`src/rtl/cpu_pkg.sv`:
```
// Shared types and encodings for the Simple RISC control stage.
package cpu_pkg;

    typedef enum logic [2:0] {
        S_WAIT      = 3'd0,
        S_DECODE    = 3'd1,
        S_WRITE_IMM = 3'd2,
        S_GET_A     = 3'd3,
        S_GET_B     = 3'd4,
        S_ALU       = 3'd5,
        S_WRITE_REG = 3'd6
    } state_t;

    localparam logic [2:0] OPC_MOV = 3'b110;
    localparam logic [2:0] OPC_ALU = 3'b101;

    localparam logic [1:0] OP_MOV_IMM = 2'b10;
    localparam logic [1:0] OP_MOV_REG = 2'b00;
    localparam logic [1:0] OP_ADD     = 2'b00;
    localparam logic [1:0] OP_CMP     = 2'b01;
    localparam logic [1:0] OP_AND     = 2'b10;
    localparam logic [1:0] OP_MVN     = 2'b11;

    localparam logic [1:0] ALU_ADD  = 2'b00;
    localparam logic [1:0] ALU_SUB  = 2'b01;
    localparam logic [1:0] ALU_AND  = 2'b10;
    localparam logic [1:0] ALU_NOTB = 2'b11;

    localparam logic [1:0] WB_MDATA = 2'b00;
    localparam logic [1:0] WB_IMM8  = 2'b01;
    localparam logic [1:0] WB_PC    = 2'b10;
    localparam logic [1:0] WB_C     = 2'b11;

endpackage

```
`src/rtl/instr_decoder.sv`:
```
// Combinational IR field extraction, sign extension and legality.
module instr_decoder
    import cpu_pkg::*;
(
    input  logic [15:0] ir,
    output logic [1:0]  op,
    output logic [2:0]  rn,
    output logic [2:0]  rd,
    output logic [1:0]  sh,
    output logic [2:0]  rm,
    output logic [15:0] sximm8,
    output logic [15:0] sximm5,
    output logic        is_mov_imm,
    output logic        is_mov_reg,
    output logic        is_add,
    output logic        is_cmp,
    output logic        is_and,
    output logic        is_mvn,
    output logic        legal
);

    logic [2:0] opcode;
    logic       mov_grp;
    logic       alu_grp;

    assign opcode = ir[15:13];
    assign op     = ir[12:11];
    assign rn     = ir[10:8];
    assign rd     = ir[7:5];
    assign sh     = ir[4:3];
    assign rm     = ir[2:0];

    assign sximm8 = {{8{ir[7]}}, ir[7:0]};
    assign sximm5 = {{11{ir[4]}}, ir[4:0]};

    assign mov_grp = (opcode == OPC_MOV);
    assign alu_grp = (opcode == OPC_ALU);

    assign is_mov_imm = mov_grp && (op == OP_MOV_IMM);
    assign is_mov_reg = mov_grp && (op == OP_MOV_REG);
    assign is_add     = alu_grp && (op == OP_ADD);
    assign is_cmp     = alu_grp && (op == OP_CMP);
    assign is_and     = alu_grp && (op == OP_AND);
    assign is_mvn     = alu_grp && (op == OP_MVN);

    assign legal = is_mov_imm | is_mov_reg | alu_grp;

endmodule

```
`src/rtl/cpu_controller.sv`:
```
// Instruction register plus multi-cycle datapath sequencer.
// Optional sticky `illegal` output: define CPU_CTRL_ILLEGAL_FLAG_EN.
module cpu_controller
    import cpu_pkg::*;
#(
    parameter int INSTR_W = 16
) (
    input  logic               clk,
    input  logic               rst,
    input  logic               load,
    input  logic               start,
    input  logic [INSTR_W-1:0] instr,
    output logic               waiting,
`ifdef CPU_CTRL_ILLEGAL_FLAG_EN
    output logic               illegal,
`endif
    output logic [2:0]         r_addr,
    output logic [2:0]         w_addr,
    output logic               w_en,
    output logic [1:0]         wb_sel,
    output logic               en_A,
    output logic               en_B,
    output logic               en_C,
    output logic               en_status,
    output logic               sel_A,
    output logic               sel_B,
    output logic [1:0]         shift_op,
    output logic [1:0]         ALU_op,
    output logic [15:0]        sximm8,
    output logic [15:0]        sximm5
);

    if (INSTR_W != 16) begin : g_bad_width
        $error("cpu_controller: INSTR_W must be 16");
    end

    state_t     state;
    state_t     state_nx;
    logic [15:0] ir;

    logic [1:0] op;
    logic [2:0] rn;
    logic [2:0] rd;
    logic [1:0] sh;
    logic [2:0] rm;
    logic       is_mov_imm;
    logic       is_mov_reg;
    logic       is_add;
    logic       is_cmp;
    logic       is_and;
    logic       is_mvn;
    logic       legal;

    instr_decoder u_dec (
        .ir         (ir),
        .op         (op),
        .rn         (rn),
        .rd         (rd),
        .sh         (sh),
        .rm         (rm),
        .sximm8     (sximm8),
        .sximm5     (sximm5),
        .is_mov_imm (is_mov_imm),
        .is_mov_reg (is_mov_reg),
        .is_add     (is_add),
        .is_cmp     (is_cmp),
        .is_and     (is_and),
        .is_mvn     (is_mvn),
        .legal      (legal)
    );

    always_ff @(posedge clk) begin
        if (rst) begin
            state <= S_WAIT;
            ir    <= '0;
        end else begin
            state <= state_nx;
            if (load && state == S_WAIT)
                ir <= instr;
        end
    end

`ifdef CPU_CTRL_ILLEGAL_FLAG_EN
    always_ff @(posedge clk) begin
        if (rst)
            illegal <= 1'b0;
        else if (state == S_DECODE && !legal)
            illegal <= 1'b1;
    end
`endif

    assign waiting  = (state == S_WAIT);
    // MOV imm reuses the sh bits as immediate data, so no shift there.
    assign shift_op = is_mov_imm ? 2'b00 : sh;

    always_comb begin
        state_nx  = state;
        r_addr    = 3'd0;
        w_addr    = 3'd0;
        w_en      = 1'b0;
        wb_sel    = WB_MDATA;
        en_A      = 1'b0;
        en_B      = 1'b0;
        en_C      = 1'b0;
        en_status = 1'b0;
        sel_A     = 1'b0;
        sel_B     = 1'b0;
        ALU_op    = ALU_ADD;
        unique case (state)
            S_WAIT: begin
                if (start)
                    state_nx = S_DECODE;
            end
            S_DECODE: begin
                state_nx = S_WAIT;
                if (legal) begin
                    unique case (1'b1)
                        is_mov_imm:             state_nx = S_WRITE_IMM;
                        is_mov_reg, is_mvn:     state_nx = S_GET_B;
                        is_add, is_cmp, is_and: state_nx = S_GET_A;
                        default:                state_nx = S_WAIT;
                    endcase
                end
            end
            S_GET_A: begin
                r_addr   = rn;
                en_A     = 1'b1;
                state_nx = S_GET_B;
            end
            S_GET_B: begin
                r_addr   = rm;
                en_B     = 1'b1;
                state_nx = S_ALU;
            end
            S_ALU: begin
                ALU_op    = is_mov_reg ? ALU_ADD : op;
                sel_A     = is_mov_reg | is_mvn;
                en_C      = !is_cmp;
                en_status = is_cmp;
                state_nx  = is_cmp ? S_WAIT : S_WRITE_REG;
            end
            S_WRITE_REG: begin
                w_addr   = rd;
                wb_sel   = WB_C;
                w_en     = 1'b1;
                state_nx = S_WAIT;
            end
            S_WRITE_IMM: begin
                w_addr   = rn;
                wb_sel   = WB_IMM8;
                w_en     = 1'b1;
                state_nx = S_WAIT;
            end
            default: state_nx = S_WAIT;
        endcase
    end

endmodule
```
`config.mk`:
```
export PLATFORM = sky130hd
export DESIGN_NAME = cpu_controller
export DESIGN_NICKNAME = d
export VERILOG_FILES = /design/src/rtl/cpu_pkg.sv /design/src/rtl/instr_decoder.sv /design/src/rtl/cpu_controller.sv
export SDC_FILE = /design/constraint.sdc
export NUM_CORES = 1
export LEC_CHECK = 0
export CAP_MARGIN = 10
export CORE_ASPECT_RATIO = 2
export CORE_MARGIN = 2
export CORE_UTILIZATION = 41
export DETAILED_ROUTE_END_ITERATION = 12
export PLACE_DENSITY_LB_ADDON = 0.3
export REMOVE_ABC_BUFFERS = 1
export SETUP_SLACK_MARGIN = 0.15
export SLEW_MARGIN = 20
export SYNTH_ARGS = -nofsm -noshare
export SYNTH_HDL_FRONTEND = slang
export SYNTH_SLANG_ARGS = --single-unit
```
`constraint.sdc`:
```
create_clock -name clk -period 2.3 [get_ports clk]
set_input_delay 0.23 -clock clk [delete_from_list [all_inputs] [get_ports clk]]
set_output_delay 0.23 -clock clk [all_outputs]
set_load 0.01 [all_outputs]
```
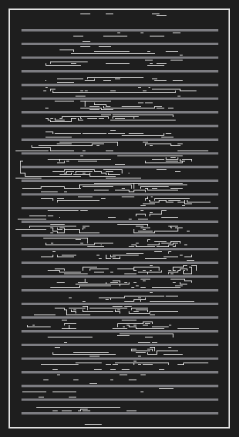
Figure 1: run 1, signal wires on met1.
Supply wires on this layer in gray.
wire length on this layer = 1200 µm
longest straight run = 24.4 µm
nets with wire on the layer = 179
GRT met1 Usage: 19.8%
via count: 1129

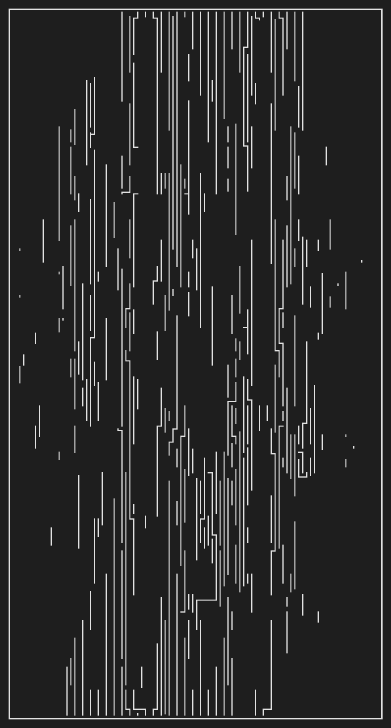
Figure 2: run 1, metal 2.
share of all routed wire = 56%
main direction = vertical
nets with wire on the layer = 188
wire length on this layer = 1720 µm
longest straight run = 29.8 µm
final wirelength: 3.06 mm
met2 usage: 32.6%

==> impl_metrics.yaml, run 1 <==
# synthesis and place-and-route metrics
status:
  status: "finished, final reports clean"
final_layout:
  flop_area_um2: 387
  num_antenna_cells: 0
  mostFrequentLayoutCell: "clkdlybuf4s50_1"
  lay_top_cells: "clkdlybuf4s50_1 (70), nand2_1 (35), a21oi_1 (16), dfxtp_1 (16), nor2_1 (10)"
  instances_no_fill: 228
  syn2layout_area_growth_pct: 39.0
  nFillCells: 277
  layout-drive-gt1-share_pct: 8.59
  fin_nets: 219
  fin_util_pct: 59.6
  comb_area_um2: 573
timing:
  timing.fmax_mhz: 489
  fin_crit_ns: 2.05
  tns_ns: 0
  drv_slew: 0
  finalSetupViolations: 0
  timing.final.crit_share_pct: 89.0
  hold_viol_final: 0
  skew_ns: 0.00240
  rsz0062_at_grt: "no"
yosys:
  ys_ff: 19
  ys_sh_simple_pct: 28.0
  ys_top_cells_by_area: "dfxtp_1 (30%), buf_4 (20%), nand2_1 (10%)"
  muxShareOfSynthArea_pct: 2.35
  ys_top_logic_family: "simple AND/OR/NAND/NOR gates"
  netlist_area_um2: 1280
  ys_cells: 165
  ys_types: 33
  top_cell_area_share_pct: 29.8
  seq_area_frac_synth_pct: 29.8
  fa_ha_area_share_pct: 0
  compound_area_share_pct: 12.9
  synthCells: 165
  largest_area_cell: "dfxtp_1"
  avgSynthCellArea_um2: 7.73
  async_reset_ff_share_pct: 0
  yosysWarningCount: 0
  flop_cell: "dfxtp_1"
  netlist_top_cells_count: "nand2_1 (35), buf_4 (34), dfxtp_1 (19), a21oi_1 (16), nor2_1 (10)"
  xor_share_pct: 0
floorplanning:
  dieHeight_um: 82.9
  die_x_um: 43.5
  die_area_um2: 3600
  core_area_um2: 2980
  pin_count: 72
place:
  port-buffer-count: 70
  dp_cells: 224
  preCtsSetupSlack_ns: 0.249
  dpl.hpwl_mm: 2.33
  place.gp.congestion: 0.815
worst_setup_path:
  r2r_start: "state[2]"
  critPathBufInv: 1
  rr_worst_depth: 5
  worstPathArrival_ns: 1.82
  end_kind: "output port"
  critPathMaxStageDelay_ns: 0.55
  cp.depth: 4
  critPathLaunch: "state[0]"
  cp_top_family: "simple AND/OR/NAND/NOR gates"
  crit_chain: "nand2_1, or2_2, nor3_1, clkdlybuf4s50_1"
  worstSetupEndpoint: "en_status"
  crit_required_ns: 2.07
  crit_fanout: 10
  rrSetupSlack_ns: 0.92
  critPathLaunchType: "flip-flop"
  r2r-end: "ir[12]"
  critical_path_class: "flip-flop to output port"
global_route:
  grt_pass1_vias: 1111
  grt_usage_pct: 17.7
  overflow: 0
  grt_start_max_net_pins: 19
pwr:
  switchingPower_mw: 0.207
  clockPowerShare_pct: 29.1
  pwr-share-comb_pct: 23.5
  p_int_mw: 0.578
  pwr-share-seq_pct: 47.4
  power.switching_fraction_pct: 26.3
  vdd_ir_drop_max_uv: 371
  power_density_nw_per_um2: 442
  p_leak_nw: 0.645
clock_tree:
  clockBufferDepth: 2
  cts-root-buf: "clkbuf_8"
  h-tree-depth: 1
  clk_latency_ns: 0.25
  post_cts.repair.setup_buffers: 0
  ctsHoldBuffers: 0
  clkSlewWorstSetupHoldPaths_ns: 0.07
  ctsResizeCount: 4
  cts_made_buffers: 3
route:
  first_pass_iters: 5
  drc: 0
  ant_nets: 0
  drt-initial-drc-count: 24
  wire_per_inst_um: 13.4
  vias_per_cell: 4.95
hold_path:
  min_to: "ir[5]"
  hold_path_class: "flip-flop to flip-flop"
run:
  cap_viol_max_count: 0
  tool_warnings: 25
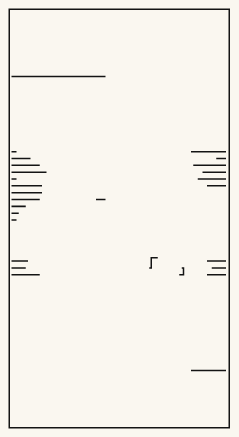
Figure 3: run 1, M3 wires.
share of all routed wire = 3.9%
wire length on this layer = 118 µm
main direction = horizontal
longest straight run = 18.4 µm
nets with wire on the layer = 27
grt met3 use: 2.39%

-- run 1: flip-flops by register name (all words and copies together), names as in the netlist --
| register | count |
|---|---|
| state | 3 |
| ir | 16 |
-- run 1: power by group through the flow --
stage	logic, mW	registers [mW]	clock network [mW]
floorplan	0.0470	0.392	0
global placement	0.183	0.379	0
detailed placement	0.185	0.380	0
CTS	0.186	0.373	0.234
global route	0.198	0.376	0.253
finish	0.184	0.372	0.228
-- run 1: tightest hold or removal path, stage by stage, from the launching register on --
cell and delay [ns]:
dfxtp_1 0.32, nand2_1 0.05, a21oi_1 0.05
-- run 1: cells by family after synthesis --
kind of cell           count (synthesis)
muxes                                  3
AOI/OAI and AO/OA                     27
and+or+nand+nor                       69
buffers and inverters                 46
DFF                                   19
other                                  1
-- run 1: layout make-up --
type                            instances  share of cell area, %
Timing Repair Buffer                   73                   40.8
Multi-Input combinational cell        100                   32.3
Sequential cell                        19                   21.8
Clock buffer                            3                   2.33
Tap cell                               30                   2.12
Inverter                                2                  0.423
Clock inverter                          1                  0.282
-- run 1: metal layers --
layer | up-vias | part of all wire [%] | GRT usage, %
li1 | 574 | - | -
met1 | 524 | 39 | 19.8
met2 | 29 | 56 | 32.6
met3 | 2 | 3.9 | 2.39
met4 | 0 | 0.78 | 5.51
met5 | - | 0 | 0
-- run 1: stage by stage --
| step | area [µm²] | hold WS, ns | power (mW) |
|---|---|---|---|
| 6_report | 1770 | 0.474 | 0.784 |
| 5_1_grt | 1770 | 0.514 | 0.827 |
| 4_1_cts | 1760 | 0.476 | 0.793 |
| 3_5_place_dp | 1710 | 0.466 | 0.565 |
| 3_3_place_gp | 1710 | 0.465 | 0.562 |
| 2_1_floorplan | 945 | 0.299 | 0.440 |
Figure 4. Wiring heat map (run 1).
Bar = 10 µm. The die is cut into 9 by 17 equal tiles; dark purple is low, yellow is high, scaled to the fullest tile. Values are wire area over tile area, all layers added.
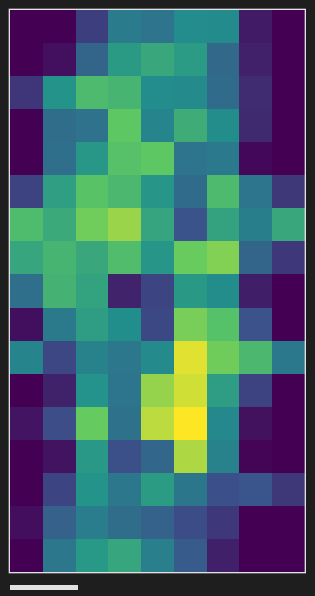

--- run 2 (diff from run 1) ---
--- a/config.mk
+++ b/config.mk
@@ -12,7 +12,7 @@
 export DETAILED_ROUTE_END_ITERATION = 12
 export PLACE_DENSITY_LB_ADDON = 0.3
 export REMOVE_ABC_BUFFERS = 1
-export SETUP_SLACK_MARGIN = 0.15
+export SETUP_SLACK_MARGIN = 0.3
 export SLEW_MARGIN = 20
 export SYNTH_ARGS = -nofsm -noshare
 export SYNTH_HDL_FRONTEND = slang
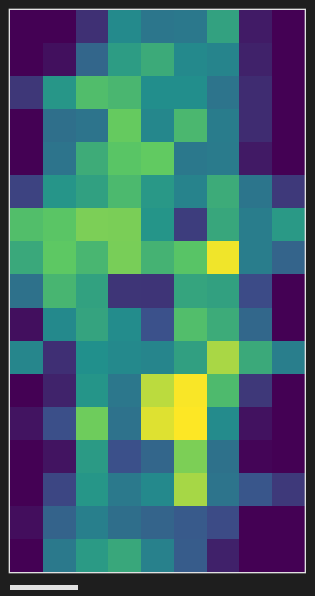
Figure 5: run 2, wiring heat map.
Bar = 10 µm. The die is cut into 9 by 17 equal tiles; dark purple is low, yellow is high, scaled to the fullest tile. Values are wire area over tile area, all layers added.
tiles over half the peak = 35%
mean over tiles = 0.13
nearly empty tiles = 16%
final wirelength: 3.12 mm
Routed WL per cell: 13.4 µm
via count: 1164

==> run 2 against run 1 <==
  * Final cell count grew 2.2%
  * Hold slack is essentially flat
  * Fmax grew 4.6%
  * Global-route usage grew 0.085 points
  * Sequential cell count is the same
  * Register-to-register slack lost 0.10 ns
  * Critical endpoint is now r_addr[2]
  * Largest cell class unchanged
==> impl_metrics.yaml, run 2 <==
# synthesis and place-and-route metrics
floorplanning:
  pin_count: 72
  dieHeight_um: 82.9
  initial_utilization_pct: 42.9
  die_x_um: 43.5
  fp-row-count: 28
  core_area_um2: 2980
  die_area_um2: 3600
worst_setup_path:
  crit_chain: "buf_4, nor3b_4, a22o_1, clkdlybuf4s50_1"
  critPathLaunch: "state[2]"
  critPathLaunchType: "flip-flop"
  crit_required_ns: 2.07
  critPathMaxStageDelay_ns: 0.56
  end_kind: "output port"
  critical_path_class: "flip-flop to output port"
  worstPathArrival_ns: 1.73
  crit_fanout: 5
  r2r_start: "state[2]"
pwr:
  p_clk_mw: 0.227
  report.power.total_mw: 0.784
  pg_comb_mw: 0.188
  power_density_nw_per_um2: 429
  pwr-share-seq_pct: 47.1
  vdd_ir_drop_max_uv: 372
  pg_seq_mw: 0.370
  p_leak_nw: 0.717
  power.group.top: "sequential cells"
  pwr-share-comb_pct: 23.9
  p_int_mw: 0.578
  clockPowerShare_pct: 28.9
  power.switching_fraction_pct: 26.3
  switchingPower_mw: 0.207
global_route:
  grt_pass1_wl_mm: 5.09
  grt_pass1_vias: 1125
  use_met1_pct: 19.7
  grtUsageMet2_pct: 33.0
  grt_usage_pct: 17.8
  grt_busiest_layer: "met2"
  overflow: 0
  grt_start_max_net_pins: 19
  met3_usage_pct: 2.39
  antenna_found_initial: 0
yosys:
  async_reset_ff_share_pct: 0
  netlist_top_cells_count: "nand2_1 (35), buf_4 (34), dfxtp_1 (19), a21oi_1 (16), nor2_1 (10)"
  ys_types: 33
  ys_ff: 19
  top_cell_area_share_pct: 29.8
  largest_area_cell: "dfxtp_1"
  flop_cell: "dfxtp_1"
  ys_area_um2: 1280
  yosysWarningCount: 0
  avgSynthCellArea_um2: 7.73
  synthCells: 165
  netlist_area_um2: 1280
  ys_cells: 165
  seq_area_frac_synth_pct: 29.8
  ys_top_cells_by_area: "dfxtp_1 (30%), buf_4 (20%), nand2_1 (10%)"
final_layout:
  largest_reg_flops: 16
  lay_top_cells: "clkdlybuf4s50_1 (67), nand2_1 (35), a21oi_1 (16), dfxtp_1 (14), nor2_1 (10)"
  largest_register: "ir"
  fin_nets: 224
  num_antenna_cells: 0
  layout-drive-gt1-share_pct: 12.3
  reg_top3: "ir: 16 flops, state: 3 flops"
  syn2layout_area_growth_pct: 43.1
  mostFrequentLayoutCell: "clkdlybuf4s50_1"
timing:
  skew_ns: 0.00359
  tns_ns: 0
  fin_crit_ns: 1.96
  timing.fmax_mhz: 511
  drv_slew: 0
  timing.final.crit_share_pct: 85.1
  hold_viol_final: 0
  finalSetupViolations: 0
  rsz0062_at_grt: "yes"
clock_tree:
  h-tree-depth: 1
  ctsHoldBuffers: 0
  clk_latency_ns: 0.25
  clkSlewWorstSetupHoldPaths_ns: 0.07
  clockBufferDepth: 2
  cts-root-buf: "clkbuf_8"
route:
  vias_per_cell: 5.00
  ant_nets: 0
  drc: 0
  first_pass_iters: 4
  drt-initial-drc-count: 26
place:
  place.gp.congestion: 0.815
  dpl.hpwl_mm: 2.33
  port-buffer-count: 70
run:
  tool_warnings: 26
  cap_viol_max_count: 0
hold_path:
  hp-start: "ir[5]"
  hold_path_class: "flip-flop to flip-flop"
status:
  status: "finished, final reports clean"
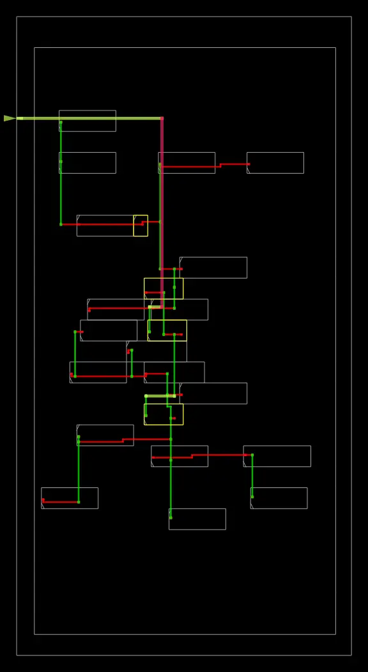
Figure 6: run 2, clock routing.
Inserted Clock Buffers: 3
FF+latch count: 19
CTS sink cnt: 19

-- run 2: through the flow --
step                std cells  hold slack, ns  worst slack, ns  area (µm²)  util [%]
finish                    233           0.473            0.343        1830      61.3
global route              233           0.514            0.261        1830      61.3
CTS                       231           0.476            0.310        1800      60.4
detailed placement        224           0.466            0.249        1710      57.3
global placement          224           0.465            0.317        1710      57.3
floorplan                 121           0.299            0.625         945         -
-- run 2: cell families (layout without fill, tap and decap cells) --
logic type      Yosys count  after routing  synth area share (%)
compound gates           27             27                  12.9
buf+inv                  46             84                  26.6
flops                    19             19                  29.8
mux                       3              3                  2.35
other cells               1              1                 0.294
simple gates             69             69                  28.0
-- run 2: worst paths after layout --
kind | end | cells after the start | slack [ns]
setup / recovery | r_addr[2] | 4 | 0.34
hold / removal | ir[5] | 2 | 0.47
setup reg to reg | ir[12] | 6 | 0.82
hold reg to reg | ir[5] | 2 | 0.47
-- run 2: timing repair --
| action | in CTS | in global routing |
|---|---|---|
| setup endpoints to repair | 14 | 8 |
| pin swaps | 0 | 1 |
| resized | 10 | 6 |
| buffers inserted | 3 | 2 |
-- run 2: routing by layer --
metal	vias to the layer above	wire, µm
met5	-	0
met4	0	24
met3	2	112
met2	27	1780
met1	552	1200
li1	583	-
-- run 2: final cells by class --
class | count | area [µm²]
Inverter | 2 | 7.51
Sequential cell | 19 | 394
Clock buffer | 3 | 41.3
Multi-Input combinational cell | 100 | 579
Tap cell | 30 | 37.5
Timing Repair Buffer | 78 | 762
Fill cell | 268 | 1150
Clock inverter | 1 | 5.00
-- run 2: worst max-delay path: cells and delay by family (launching register included) --
kind	cells	cell delay (ns)
AND-OR/OR-AND	1	0.16
flip-flops	1	0.36
buffers and inverters	2	0.70
AND/OR/NAND/NOR	1	0.25
Power figures rest on the tool's default switching activity, not on a simulated workload.
